Met4 routing:
(4 px per µm) Supply wires on this layer in gray. Cells faint in the background.
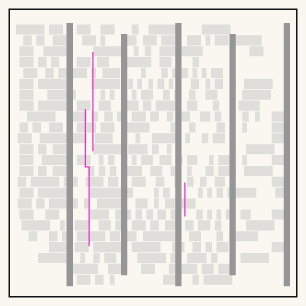
M3 wires:
(6 px per µm) Cells faint in the background.
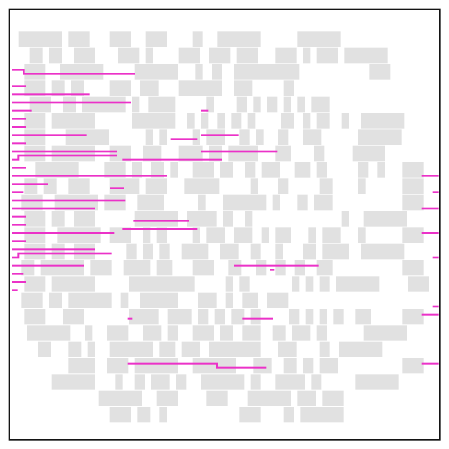
Pin map:
(4 px per µm) Pins as bars across the die edge, other pins in gray.
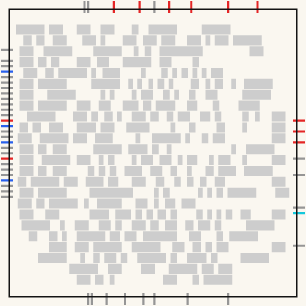
Clock wiring as the flow saved it:
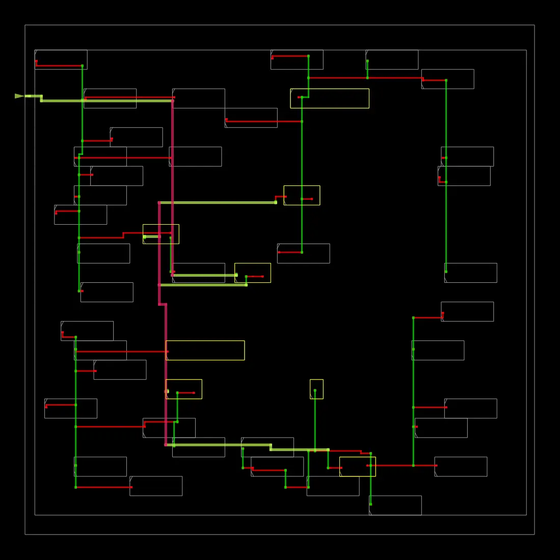
==> src/rtl/vga_timing_out.sv <==
// vga_timing_out: raster counters, sync decode and aligned pixel/sync output pipeline.
// Define VGA_TEST_PATTERN_EN to replace draw_* with eight 180 px vertical colour bars.
module vga_timing_out #(
  parameter int unsigned H_ACTIVE = 1440,
  parameter int unsigned H_FP     = 80,
  parameter int unsigned H_SYNC   = 152,
  parameter int unsigned H_BP     = 232,
  parameter int unsigned V_ACTIVE = 900,
  parameter int unsigned V_FP     = 3,
  parameter int unsigned V_SYNC   = 6,
  parameter int unsigned V_BP     = 25,
  parameter bit          H_POL    = 1'b0,
  parameter bit          V_POL    = 1'b1,
  parameter int unsigned PIPE_DLY = 1
) (
  input  logic        clk,
  input  logic        rst,
  input  logic [3:0]  draw_r,
  input  logic [3:0]  draw_g,
  input  logic [3:0]  draw_b,
  output logic [10:0] curr_x,
  output logic [10:0] curr_y,
  output logic [3:0]  pix_r,
  output logic [3:0]  pix_g,
  output logic [3:0]  pix_b,
  output logic        hsync,
  output logic        vsync,
  output logic        vblank_tick,
  output logic        video_on
);
  localparam logic [10:0] H_LAST = 11'(H_ACTIVE + H_FP + H_SYNC + H_BP - 1);
  localparam logic [10:0] V_LAST = 11'(V_ACTIVE + V_FP + V_SYNC + V_BP - 1);
  localparam logic [10:0] HA     = 11'(H_ACTIVE);
  localparam logic [10:0] VA     = 11'(V_ACTIVE);
  localparam logic [10:0] HS_ON  = 11'(H_ACTIVE + H_FP);
  localparam logic [10:0] HS_OFF = 11'(H_ACTIVE + H_FP + H_SYNC);
  localparam logic [10:0] VS_ON  = 11'(V_ACTIVE + V_FP);
  localparam logic [10:0] VS_OFF = 11'(V_ACTIVE + V_FP + V_SYNC);
  localparam logic [13:0] IDLE   = {12'h000, ~H_POL, ~V_POL};
  logic [10:0] x_q, x_d, y_q, y_d;
  logic        vbt_q, vbt_d;
  logic        hs_d, vs_d;
  logic [11:0] col_d;
  logic [13:0] stg_q [PIPE_DLY];
  always_comb begin
    x_d   = (x_q == H_LAST) ? '0 : x_q + 11'd1;
    y_d   = (x_q != H_LAST) ? y_q : (y_q == V_LAST) ? '0 : y_q + 11'd1;
    // decoding the next state lets the tick coincide with the (0, V_ACTIVE) coordinate
    vbt_d = (x_d == '0) && (y_d == VA);
    hs_d  = (x_q >= HS_ON && x_q < HS_OFF) ? H_POL : ~H_POL;
    vs_d  = (y_q >= VS_ON && y_q < VS_OFF) ? V_POL : ~V_POL;
  end
  assign video_on = (x_q < HA) && (y_q < VA);
`ifdef VGA_TEST_PATTERN_EN
  logic [2:0] bar;
  assign bar   = 3'(x_q / 11'd180);
  assign col_d = video_on ? {{4{~bar[1]}}, {4{~bar[2]}}, {4{~bar[0]}}} : '0;
`else
  assign col_d = video_on ? {draw_r, draw_g, draw_b} : '0;
`endif
  always_ff @(posedge clk) begin
    if (rst) begin
      x_q   <= '0;
      y_q   <= '0;
      vbt_q <= 1'b0;
      for (int i = 0; i < PIPE_DLY; i++) stg_q[i] <= IDLE;
    end else begin
      x_q      <= x_d;
      y_q      <= y_d;
      vbt_q    <= vbt_d;
      stg_q[0] <= {col_d, hs_d, vs_d};
      for (int i = 1; i < PIPE_DLY; i++) stg_q[i] <= stg_q[i-1];
    end
  end
  assign {pix_r, pix_g, pix_b, hsync, vsync} = stg_q[PIPE_DLY-1];
  assign curr_x      = x_q;
  assign curr_y      = y_q;
  assign vblank_tick = vbt_q;
endmodule

==> config.mk <==
export PLATFORM = sky130hd
export DESIGN_NAME = vga_timing_out
export DESIGN_NICKNAME = d
export VERILOG_FILES = /design/src/rtl/vga_timing_out.sv
export SDC_FILE = /design/constraint.sdc
export NUM_CORES = 1
export LEC_CHECK = 0
export ABC_CLOCK_PERIOD_IN_PS = 4300
export CELL_PAD_IN_SITES_DETAIL_PLACEMENT = 1
export CELL_PAD_IN_SITES_GLOBAL_PLACEMENT = 1
export CORE_UTILIZATION = 37
export CTS_CLUSTER_SIZE = 8
export DETAILED_ROUTE_END_ITERATION = 10
export GPL_ROUTABILITY_DRIVEN = 0
export PLACE_DENSITY = 0.82
export SYNTH_ARGS = -nofsm -noshare
export SYNTH_HDL_FRONTEND = slang
export SYNTH_SLANG_ARGS = --single-unit
export TNS_END_PERCENT = 100
==> constraint.sdc <==
create_clock -name clk -period 4.3 [get_ports clk]
set_input_delay 0.43 -clock clk [delete_from_list [all_inputs] [get_ports clk]]
set_output_delay 0.43 -clock clk [all_outputs]
set_load 0.05 [all_outputs]
==> flow_summary.ini <==
; synthesis and place-and-route metrics
[pwr]
comb_power_uw = 81.9
switching_share_pct = 23.22
p_clk_uw = 360
combPwrFrac_pct = 10.2
pwr-share-clk_pct = 44.9
intPower_uw = 615.2
power.density_mw_per_mm2 = 330.8

[global_route]
gr-max-usage-layer = met2
met1_usage_pct = 24.50
grt_pass1_wl_mm = 7.914
grt_max_degree = 20
antenna_found_initial = 0

[setup_path]
rrSetupSlack_ns = 1.65
critPathBufInv = 1
crit_type = reg2out
reg2reg_depth = 7
worst-endpoint-arrival_ns = 2.26
worstReg2RegEnd = vblank_tick
cp_max_fo = 10

[layout]
fill_cells = 524
n_all_buffers = 51
buffer_area_share_pct = 21.07
largest_register_ff_count = 14
diodes = 0
logic_gate_count = 147
largest_register = stg_q
area_growth_pct = 35.48

[synth]
xor_area_share_pct = 6.858
simple_gate_share_pct = 33.38
top_area_share_pct = 41.43
synth_dominant_cell_count = dfxtp_1
async_reset_ff_share_pct = 0
top_cells_by_count = dfxtp_1, nor2_1, nor3_1
yosys.area_share.adder_pct = 3.499
avgSynthCellArea_um2 = 8.722
syn-num-nets = 224

[floorplan]
core-area_mm2 = 0.004504
std_cell_rows = 24
chip_area_mm2 = 0.005114
ios = 52

[final_timing]
finalMaxSlewViolations = 0
rsz0062_at_grt = no
hold_ws_ns = 0.5067
final-hold-violation-count = 0
fmax_mhz = 372.1
fin_crit_sh_pct = 62.49
tightest_slew_ns = 1.029

[drt]
dr_wl_met3_um = 368
wl_met2_mm = 2.269
drt_iter0_markers = 80
via_per_inst = 5.326

[min_path]
holdPathEnd = stg_q[0][1]

[clocking]
cts_tree = yes
path_clk_slew_ns = 0.07
cts-htree-levels = 2
insertion_delay_ns = 0.30

[placed_design]
dp.cells = 293
dpl.hpwl_mm = 3.423
pre_cts_slack_ns = 1.645

[job]
warnings = 30

[outcome]
status = finished, final reports clean
## Picture notes: 'met4 routing'
wire length on this layer: 67.6 µm
nets with wire on the layer: 3
via count: 1,603
final WL: 4.742 mm

## Picture notes: 'M3 wires'
longest straight run: 25.5 µm
share of all routed wire: 7.8%
main direction: horizontal
nets with wire on the layer: 42
met3 Usage GRT: 8.720%

## Picture notes: 'pin map'
| color | port | pins | direction | edge |
|---|---|---|---|---|
| blue | pix_g | 4 | output | left |
| cyan | hsync | 1 | output | right |
| red | curr_y | 11 | output | 6 top, 3 right, 2 left |
all pins by edge: 27 left, 9 top, 8 bottom, 8 right
die height: 71.52 µm
port bufs: 51
die width: 71.52 µm

## Picture notes: 'clock wiring as the flow saved it'
CTS Buf Count: 5
Flops: 37
# clock sinks: 37
Setup Skew: 0.006125 ns

Power is estimated from default activity; no workload was simulated.
